### src/rtl/reg_file_pkg.sv
// rtl/reg_file_pkg.sv - shared types and defaults for the multi-port register file
//
// Purpose: clear-FSM state type and default geometry used by reg_file_mp
//          and reg_file_rd_port.
package reg_file_pkg;

  localparam int DEF_WIDTH = 64;
  localparam int DEF_DEPTH = 4;

  typedef enum logic [0:0] {
    ST_IDLE  = 1'b0,
    ST_CLEAR = 1'b1
  } state_t;

endpackage

### src/rtl/reg_file_rd_port.sv
// rtl/reg_file_rd_port.sv - one registered read port of the register file
//
// Purpose: range-checks the read address, applies write-first and
//          clear-first bypass, and registers the result (1-cycle latency).
// Ports:
//   clk, reset      clock, asynchronous active-low reset
//   raddr_i         read address
//   mem_i           current storage contents
//   wr_en_i         a write is being accepted this cycle
//   waddr_i/wdata_i address/data of that write
//   clr_en_i        an entry is being zeroed this cycle
//   clr_addr_i      entry being zeroed
//   rdata_o         registered read data
module reg_file_rd_port
  import reg_file_pkg::*;
#(
  parameter  int WIDTH  = DEF_WIDTH,
  parameter  int DEPTH  = DEF_DEPTH,
  localparam int ADDR_W = $clog2(DEPTH)
) (
  input  logic              clk,
  input  logic              reset,
  input  logic [ADDR_W-1:0] raddr_i,
  input  logic [WIDTH-1:0]  mem_i [DEPTH],
  input  logic              wr_en_i,
  input  logic [ADDR_W-1:0] waddr_i,
  input  logic [WIDTH-1:0]  wdata_i,
  input  logic              clr_en_i,
  input  logic [ADDR_W-1:0] clr_addr_i,
  output logic [WIDTH-1:0]  rdata_o
);

  logic [WIDTH-1:0] rdata_q, rdata_d;
  logic             raddr_ok;

  assign raddr_ok = (32'(raddr_i) < 32'(DEPTH));

  // The storage update and this register load on the same edge, so the
  // in-flight write or clear is forwarded to make the read see the
  // post-edge contents.
  always_comb begin
    rdata_d = '0;
    if (raddr_ok) begin
      if (wr_en_i && (waddr_i == raddr_i)) begin
        rdata_d = wdata_i;
      end else if (clr_en_i && (clr_addr_i == raddr_i)) begin
        rdata_d = '0;
      end else begin
        rdata_d = mem_i[raddr_i];
      end
    end
  end

  always_ff @(posedge clk or negedge reset) begin
    if (!reset) begin
      rdata_q <= '0;
    end else begin
      rdata_q <= rdata_d;
    end
  end

  assign rdata_o = rdata_q;

endmodule

### src/rtl/reg_file_mp.sv
// rtl/reg_file_mp.sv - flop-based register file, 1 write / 2 read ports, sequenced clear
//
// Purpose: DEPTH x WIDTH storage with one write port, two independent
//          registered read ports and a clear sequence that zeroes one entry
//          per cycle in ascending order.
// Ports:
//   clk, reset        clock, asynchronous active-low reset
//   write_en/waddr/wdata  write port
//   raddr_a/rdata_a   read port A (1-cycle latency)
//   raddr_b/rdata_b   read port B (1-cycle latency)
//   clear_req         start a clear sequence (ignored while busy)
//   busy              clear sequence in progress
//   clear_done        one-cycle pulse on first idle cycle after a clear
//   wr_err            one-cycle pulse after a dropped write
module reg_file_mp
  import reg_file_pkg::*;
#(
  parameter  int WIDTH  = DEF_WIDTH,
  parameter  int DEPTH  = DEF_DEPTH,
  localparam int ADDR_W = $clog2(DEPTH)
) (
  input  logic              clk,
  input  logic              reset,
  input  logic              write_en,
  input  logic [ADDR_W-1:0] waddr,
  input  logic [WIDTH-1:0]  wdata,
  input  logic [ADDR_W-1:0] raddr_a,
  output logic [WIDTH-1:0]  rdata_a,
  input  logic [ADDR_W-1:0] raddr_b,
  output logic [WIDTH-1:0]  rdata_b,
  input  logic              clear_req,
  output logic              busy,
  output logic              clear_done,
  output logic              wr_err
);

  state_t            state_q, state_d;
  logic [ADDR_W-1:0] cnt_q, cnt_d;
  logic              done_q, done_d;
  logic              wr_err_q, wr_err_d;
  logic [WIDTH-1:0]  mem_q [DEPTH];

  logic waddr_ok;
  logic wr_acc;
  logic clr_en;
  logic clr_last;

  assign waddr_ok = (32'(waddr) < 32'(DEPTH));
  assign clr_en   = (state_q == ST_CLEAR);
  assign wr_acc   = write_en && !clr_en && waddr_ok;
  assign wr_err_d = write_en && !wr_acc;
  assign clr_last = (cnt_q == ADDR_W'(DEPTH - 1));

  always_comb begin
    state_d = state_q;
    cnt_d   = cnt_q;
    done_d  = 1'b0;
    case (state_q)
      ST_IDLE: begin
        if (clear_req) begin
          state_d = ST_CLEAR;
          cnt_d   = '0;
        end
      end
      ST_CLEAR: begin
        // clear_req is not looked at here: a running sequence never restarts.
        if (clr_last) begin
          state_d = ST_IDLE;
          cnt_d   = '0;
          done_d  = 1'b1;
        end else begin
          cnt_d = cnt_q + ADDR_W'(1);
        end
      end
      default: begin
        state_d = ST_IDLE;
        cnt_d   = '0;
      end
    endcase
  end

  always_ff @(posedge clk or negedge reset) begin
    if (!reset) begin
      state_q  <= ST_IDLE;
      cnt_q    <= '0;
      done_q   <= 1'b0;
      wr_err_q <= 1'b0;
    end else begin
      state_q  <= state_d;
      cnt_q    <= cnt_d;
      done_q   <= done_d;
      wr_err_q <= wr_err_d;
    end
  end

  // Writes only land in IDLE and clearing only happens in CLEAR, so the two
  // updates never target the array on the same edge. A write issued together
  // with clear_req lands first; the sequence starting next cycle zeroes it.
  always_ff @(posedge clk or negedge reset) begin
    if (!reset) begin
      for (int i = 0; i < DEPTH; i++) begin
        mem_q[i] <= '0;
      end
    end else begin
      if (wr_acc) begin
        mem_q[waddr] <= wdata;
      end
      if (clr_en) begin
        mem_q[cnt_q] <= '0;
      end
    end
  end

  reg_file_rd_port #(
    .WIDTH (WIDTH),
    .DEPTH (DEPTH)
  ) u_rd_a (
    .clk        (clk),
    .reset      (reset),
    .raddr_i    (raddr_a),
    .mem_i      (mem_q),
    .wr_en_i    (wr_acc),
    .waddr_i    (waddr),
    .wdata_i    (wdata),
    .clr_en_i   (clr_en),
    .clr_addr_i (cnt_q),
    .rdata_o    (rdata_a)
  );

  reg_file_rd_port #(
    .WIDTH (WIDTH),
    .DEPTH (DEPTH)
  ) u_rd_b (
    .clk        (clk),
    .reset      (reset),
    .raddr_i    (raddr_b),
    .mem_i      (mem_q),
    .wr_en_i    (wr_acc),
    .waddr_i    (waddr),
    .wdata_i    (wdata),
    .clr_en_i   (clr_en),
    .clr_addr_i (cnt_q),
    .rdata_o    (rdata_b)
  );

  assign busy       = clr_en;
  assign clear_done = done_q;
  assign wr_err     = wr_err_q;

endmodule

### config.mk
export PLATFORM = sky130hd
export DESIGN_NAME = reg_file_mp
export DESIGN_NICKNAME = d
export VERILOG_FILES = /design/src/rtl/reg_file_pkg.sv /design/src/rtl/reg_file_rd_port.sv /design/src/rtl/reg_file_mp.sv
export SDC_FILE = /design/constraint.sdc
export NUM_CORES = 1
export LEC_CHECK = 0
export CORE_MARGIN = 3
export CORE_UTILIZATION = 35
export CTS_BUF_LIST = sky130_fd_sc_hd__clkbuf_2
export DETAILED_ROUTE_END_ITERATION = 12
export PLACE_DENSITY = 0.56
export RECOVER_POWER = 100
export REMOVE_ABC_BUFFERS = 1
export SYNTH_ARGS = -nofsm -noshare
export SYNTH_HDL_FRONTEND = slang
export SYNTH_HIERARCHICAL = 1
export SYNTH_SLANG_ARGS = --single-unit
### constraint.sdc
create_clock -name clk -period 3.87 [get_ports clk]
set_input_delay 1.161 -clock clk [delete_from_list [all_inputs] [get_ports clk]]
set_output_delay 1.161 -clock clk [all_outputs]
set_load 0.03 [all_outputs]
==> images/met3.png <==
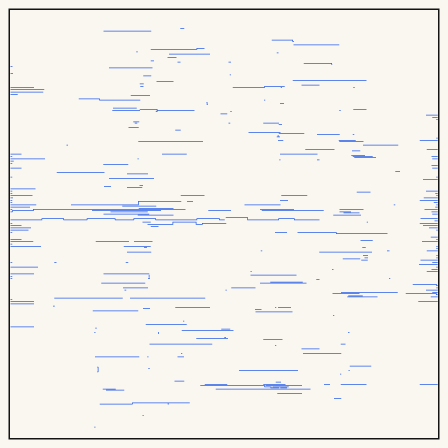
main direction: horizontal
share of all routed wire: 4.9%
wire length on this layer: 3170 um
routed vias: 14273
met3 layer usage reported by global route: 3.81%
total routed wirelength: 64900 um

==> images/metal_stack.png <==
Only two layers are drawn.
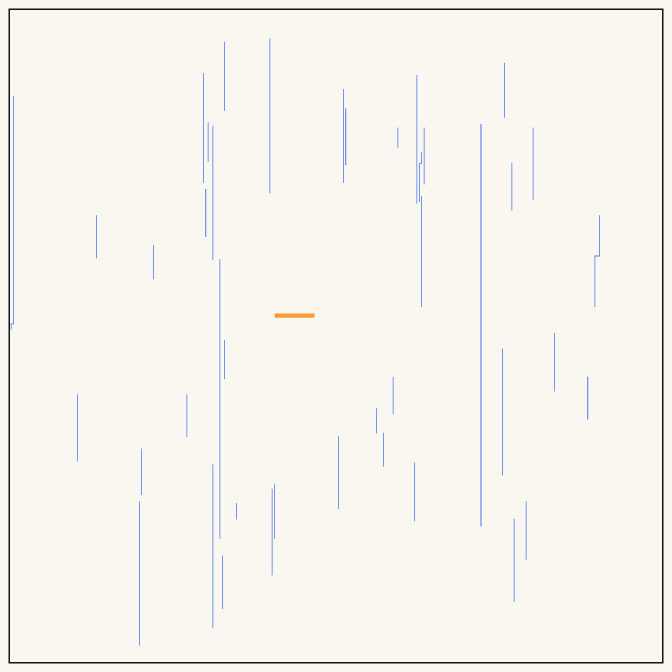
[orange] met5 | wire length: 13.8 um
[blue] met4 | wire length: 1410 um

==> images/pins.png <==
Pins as bars across the die edge, other pins in gray.
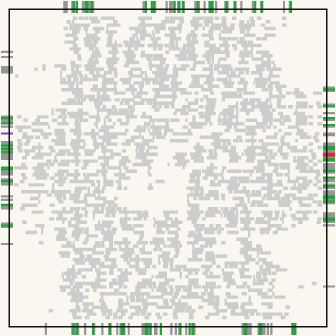
[red] waddr | pins: 2 | direction: input | edge: right
[purple] clear_req | pins: 1 | direction: input | edge: left
[green] rdata_b | pins: 64 | direction: output | edge: 19 bottom, 19 top, 16 right, 10 left

==> images/registers.png <==
Other sequential cells in the stronger gray, the rest of the logic in the fainter gray.
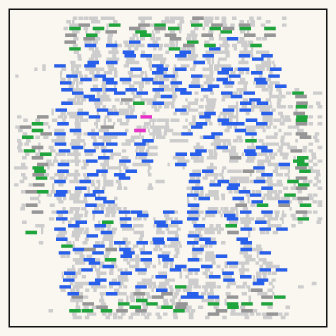
[blue] mem_q | placed flops: 256
[magenta] cnt_q | placed flops: 2
[green] u_rd_b/rdata_o | placed flops: 64 | where: widely spread
not colored: 67

==> results.rst <==
Metrics
=======

.. list-table::
   :header-rows: 1

   * - Metric
     - Value
   * - MUX share of area
     - a little over a third
   * - Site Rows
     - slightly below 90
   * - Mean routed wirelength per cell
     - between 20 and 30 um
   * - Sequential power
     - around 6.2 mW
   * - Type of the tightest min-delay check
     - reg2reg
   * - Outcome
     - finished, violations left
   * - Final HPWL from detailed placement
     - around 36000 um
   * - Switching share of power
     - just over 40%
   * - Portion of total power attributed to sequential cells
     - a little under two fifths
   * - Core Footprint
     - around 60000 sq um
   * - Fin. max-slew vios
     - 211
   * - Fraction of the yosys area taken by sequential cells
     - 45.7%
   * - Flip-flop and latch count after synthesis
     - just under 400
   * - Final-layout worst hold slack
     - a little over 700 ps
   * - Startpoint of the most critical register-to-register path
     - busy$_DFF_PN0_
   * - Area fraction in full adders, half adders and majority gates
     - less than 1%
   * - Relative slew slack
     - -94.2%
   * - Die Wd
     - approximately 250 um
   * - Violated checks
     - capacitance limit, slew limit
   * - Seq cells
     - around 390
   * - Number of levels in the clock H-tree
     - 3
   * - Hold Path Stages
     - 2
   * - Layer with the highest usage
     - met2
   * - Distinct cell type count of the synthesized netlist
     - 27
   * - Setup repair after global routing missed its margin
     - no
   * - Skew-Pair Late Insertion Delay
     - around 1100 ps
   * - Portion of total power attributed to the clock network
     - 17.8%
   * - Non-clk bufs
     - between 200 and 300
   * - Well Taps
     - around 770
   * - Post-synth top cells
     - dfrtp_1, mux2_2, a21boi_0
   * - Transition time at the pin with the least slew margin
     - between 2000 and 3000 ps
   * - Top cell type by total area after synthesis
     - dfrtp_1
   * - Drt first-iter violations
     - between 800 and 900
   * - IO buf count
     - slightly above 200
   * - Filler Cell Count
     - ~5600
   * - Endpoint class of the critical path
     - flip-flop
   * - Top pwr grp
     - combinational logic
   * - Clock-cell share
     - 3.77%
   * - Instance area at placement
     - about 24000 sq um
   * - Launch point of the worst path
     - busy$_DFF_PN0_
   * - Antenna diodes
     - 1
   * - Largest net degree at the start of global routing
     - ~160
   * - Wire length of the first global-routing pass
     - ~100000 um
   * - Worst setup endpoint
     - mem_q[77]$_DFF_PN0_
   * - Routability-driven placement congestion ratio
     - about 0.74
   * - Die outline height
     - around 250 um
   * - Hold Path Origin
     - mem_q[213]$_DFF_PN0_
   * - Fraction of final layout cells with drive strength greater than 1
     - between 30% and 40%
   * - Congestion Overflow GR
     - 0
   * - Dominant kind of combinational cell
     - multiplexers
   * - Area overhead of the layout relative to synthesis
     - 17.1%
   * - Top cell class by occupied area
     - logic gates
   * - Post-CTS Setup Bufs
     - 0
   * - Ports
     - around 200
   * - Seq. cell area
     - just under 10000 sq um
   * - Time the final worst path needs with I/O delays and setup
     - between 3000 and 4000 ps
   * - Antenna violations before repair
     - 2
   * - Simple Share, Synth
     - less than 1%
   * - Number of sinks driven by the clock tree
     - ~390
   * - Comb area share
     - a little over two fifths
   * - Internal power consumption
     - between 9 and 10 mW
   * - Area of the mapped netlist
     - 21300 sq um
   * - Master cell of the clock root buffer
     - clkbuf_2
   * - Most common reg cell
     - dfrtp_1
   * - Share of final layout cell area taken by non-clock buffers
     - roughly 11%
   * - Largest Register
     - mem_q
   * - End of the worst register-to-register path
     - mem_q[77]$_DFF_PN0_
   * - Initial core utilization
     - between 30 and 40%
   * - Number of clock buffers in the layout
     - about 160
   * - Remaining antenna violation count
     - 0
   * - # Max-Cap Violations
     - 2
Power is estimated from default activity; no workload was simulated.
